===== src/rtl/period_meter.sv =====
// period_meter
//   Measures the rise-to-rise period and the high time of a slow signal in
//   units of clock_in cycles. sig_in is asynchronous and passes through a
//   two-flop synchronizer before any decision is made on it.
//
// Ports
//   clock_in    system clock, all logic on its rising edge
//   reset       synchronous, active-high; clears every flop, FSM to ARM
//   sig_in      slow signal to measure (asynchronous)
//   period      last measured rise-to-rise period, in cycles
//   high_time   high cycles within that period
//   meas_valid  one-cycle pulse when period/high_time are updated
//   timeout     sticky: no rising edge within 2^CNT_W-1 cycles
//   meas_count  completed measurements, wraps modulo 2^MCNT_W
//   state_dbg   current FSM state: 0 = ARM, 1 = IDLE, 2 = MEAS
//
// Output protocol: meas_valid is a pure strobe with no ready. period and
// high_time change only in the cycle meas_valid is high and are held until
// the next strobe; a consumer that needs them must capture on meas_valid.
module period_meter #(
  parameter int CNT_W  = 16,
  parameter int MCNT_W = 8
) (
  input  logic              clock_in,
  input  logic              reset,
  input  logic              sig_in,
  output logic [CNT_W-1:0]  period,
  output logic [CNT_W-1:0]  high_time,
  output logic              meas_valid,
  output logic              timeout,
  output logic [MCNT_W-1:0] meas_count,
  output logic [1:0]        state_dbg
);

  typedef enum logic [1:0] {
    ARM  = 2'd0,
    IDLE = 2'd1,
    MEAS = 2'd2
  } state_t;

  localparam logic [CNT_W-1:0] CNT_MAX = '1;
  localparam logic [CNT_W-1:0] CNT_ONE = CNT_W'(1);

  state_t           state;
  logic             s1;
  logic             s2;
  logic             d;
  logic [CNT_W-1:0] period_cnt;
  logic [CNT_W-1:0] high_cnt;
  logic             rise;

  // s2 is the only synchronized copy of sig_in; d is its one-cycle history.
  assign rise      = s2 & ~d;
  assign state_dbg = state;

  always_ff @(posedge clock_in) begin
    if (reset) begin
      s1         <= 1'b0;
      s2         <= 1'b0;
      d          <= 1'b0;
      state      <= ARM;
      period_cnt <= '0;
      high_cnt   <= '0;
      period     <= '0;
      high_time  <= '0;
      meas_valid <= 1'b0;
      timeout    <= 1'b0;
      meas_count <= '0;
    end else begin
      s1         <= sig_in;
      s2         <= s1;
      d          <= s2;
      meas_valid <= 1'b0;

      case (state)
        // A low level must be seen before a rise is trusted, so a signal
        // that is already high when we (re)start cannot fake an edge.
        ARM: begin
          if (!s2) begin
            state <= IDLE;
          end
        end

        // The first rise only opens a measurement window.
        IDLE: begin
          if (rise) begin
            period_cnt <= CNT_ONE;
            high_cnt   <= CNT_ONE;
            state      <= MEAS;
          end
        end

        MEAS: begin
          if (rise) begin
            // A rise coinciding with saturation is still a valid report.
            period     <= period_cnt;
            high_time  <= high_cnt;
            meas_valid <= 1'b1;
            meas_count <= meas_count + 1'b1;
            timeout    <= 1'b0;
            period_cnt <= CNT_ONE;
            high_cnt   <= CNT_ONE;
          end else if (period_cnt == CNT_MAX) begin
            // Window overflowed: drop it and re-arm; results are kept.
            timeout <= 1'b1;
            state   <= ARM;
          end else begin
            period_cnt <= period_cnt + 1'b1;
            // high_cnt can never pass period_cnt, so it needs no saturation.
            if (s2) begin
              high_cnt <= high_cnt + 1'b1;
            end
          end
        end

        default: begin
          state <= ARM;
        end
      endcase
    end
  end

endmodule


===== config.mk =====
export PLATFORM = sky130hd
export DESIGN_NAME = period_meter
export DESIGN_NICKNAME = d
export VERILOG_FILES = /design/src/rtl/period_meter.sv
export SDC_FILE = /design/constraint.sdc
export NUM_CORES = 1
export LEC_CHECK = 0
export CAP_MARGIN = 15
export CORE_MARGIN = 8
export CORE_UTILIZATION = 51
export DETAILED_ROUTE_END_ITERATION = 16
export PLACE_DENSITY = 0.74
export SYNTH_ARGS = -nofsm -noshare
export SYNTH_HDL_FRONTEND = slang
export SYNTH_SLANG_ARGS = --single-unit

===== constraint.sdc =====
create_clock -name clock_in -period 4.48 [get_ports clock_in]
set_input_delay 0.448 -clock clock_in [delete_from_list [all_inputs] [get_ports clock_in]]
set_output_delay 0.448 -clock clock_in [all_outputs]
set_load 0.01 [all_outputs]

==> images/met2.png <==
Scale: 3 px per µm.
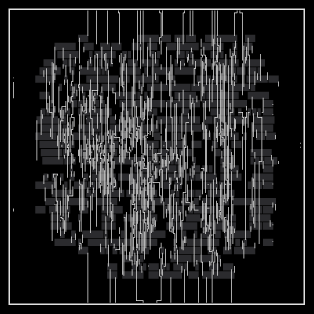
- main direction: vertical
- longest straight run: 44.5 µm
- wire length on this layer: 4,000 µm
- nets with wire on the layer: 377
- share of all routed wire: 50%

==> images/final_congestion.png <==
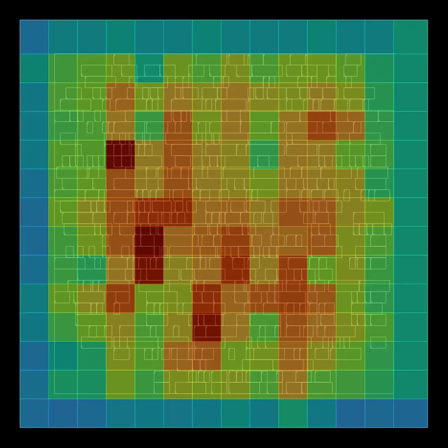
GR Util met3: 4.62%
met2 Use GR: 29.4%
total track usage: 17.3%
fin util: 62.6%
busiest grt layer: met2

==> images/met3.png <==
Scale: 3 px per µm.
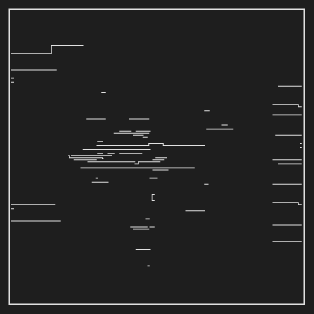
- longest straight run: 37.7 µm
- nets with wire on the layer: 44
- wire length on this layer: 433 µm
- main direction: horizontal

==> images/drive_strength.png <==
Scale: 4 px per µm.
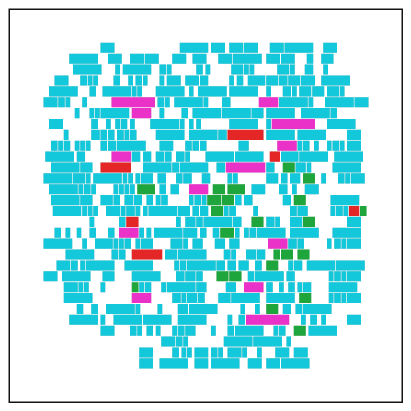
- cyan: drive 1 or less (cells 413; share 91%)
- red: drive 3 to 4 (cells 6; share 1.3%)
- green: drive 2 (cells 23; share 5.1%)
- magenta: drive 6 and up (cells 13; share 2.9%)

==> images/gate_families.png <==
Scale: 4 px per µm.
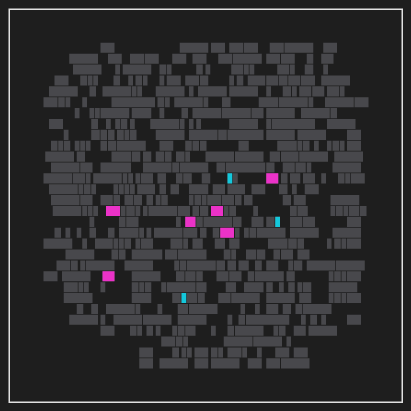
- cyan: inverters (cells 3)
- magenta: AND-OR and OR-AND gates (cells 6; where center)

==> report_power, final <==
| part | internal [W] | total, W | switching [W] |
|---|---|---|---|
| combinational | 0.00000983 | 0.0000345 | 0.0000247 |
| sequential | 0.000704 | 0.000708 | 0.00000407 |
| clock | 0.000370 | 0.000626 | 0.000257 |
==> path summary, 6_finish.rpt <==
kind / to / slack (ns) / cells after the start
max: high_cnt[0]$_SDFFE_PP0P_ / 2.11 / 6
max reg2reg: high_cnt[0]$_SDFFE_PP0P_ / 2.11 / 6
min: s2$_SDFF_PP0_ / 0.45 / 1
min reg2reg: s2$_SDFF_PP0_ / 0.45 / 1
==> placed cells by master (no fill, tap or decap), drive strengths merged, types with 4 or more instances in the layout <==
master         count
or4                7
nor2              35
dfxtp             79
o21ai             23
clkdlybuf4s50     45
nor3               5
and3               5
xnor2              4
nor2b              4
nand4             18
clkbuf            10
xor2               5
buf                4
nand3             12
nand2             88
o31ai              4
a21oi             55
a311oi             6
and4               4
==> area by class of cell <==
class	count	area, µm²
tap	80	100
clock inverter	6	109
inverter	3	11.3
clock buffer	10	128
timing repair buffer	49	498
fill	587	2480
multi-input combinational	308	1730
sequential	79	1580
==> logic make-up after synthesis <==
group | synth area share, %
buf+inv | 3.44
flops | 46.3
simple gates | 27.7
xor+xnor | 2.31
mux | 0.293
fa+ha+maj | 1.10
compound gates | 18.9
==> worst max-delay path: stages, from the launching register on <==
cell,delay [ns]
dfxtp_1,0.41
ha_1,0.21
nand3_1,0.26
nor4_4,0.41
a21o_1,0.65
nor2_1,0.09
a211oi_1,0.25
==> flip-flops by register name (all words and copies together), names as in the netlist, 2 cells and up <==
signal / count
high_cnt: 16
high_time: 16
meas_count: 8
period: 16
period_cnt: 16
state_dbg: 2
==> results.toml <==
# implementation run metrics
[run_status]
run_status = "completed"

[yosys]
ys_cells = 412
synthCells = 412
synthFlopType = "dfxtp_1"
syn-cell-area_um2 = 3420
edf_count = 0

[cells_and_area]
final_nets = 456

[final_timing]
finalHoldViolations = 0
fin_worst_hold_slack_ns = 0.446
maxSlewHeadroom_pct = 39.1
min_period_ns = 2.37
skew_ns = 0.00958

[clock_network]
cts_resized = 0

[detailed_routing]
firstDrtPassIters = 6
met2WireLength_mm = 4.00
via_per_inst = 5.82

[global_routing]
grt_pass1_vias = 2962
grt_util_met1_pct = 19.9

[power_and_ir_drop]
pwr_density_cell_nw_per_um2 = 329
p_leak_nw = 1.35

[place]
placed_cells = 519
place_worst_setup_slack_ns = 1.95

[worst_setup_path]
end_kind = "flop"
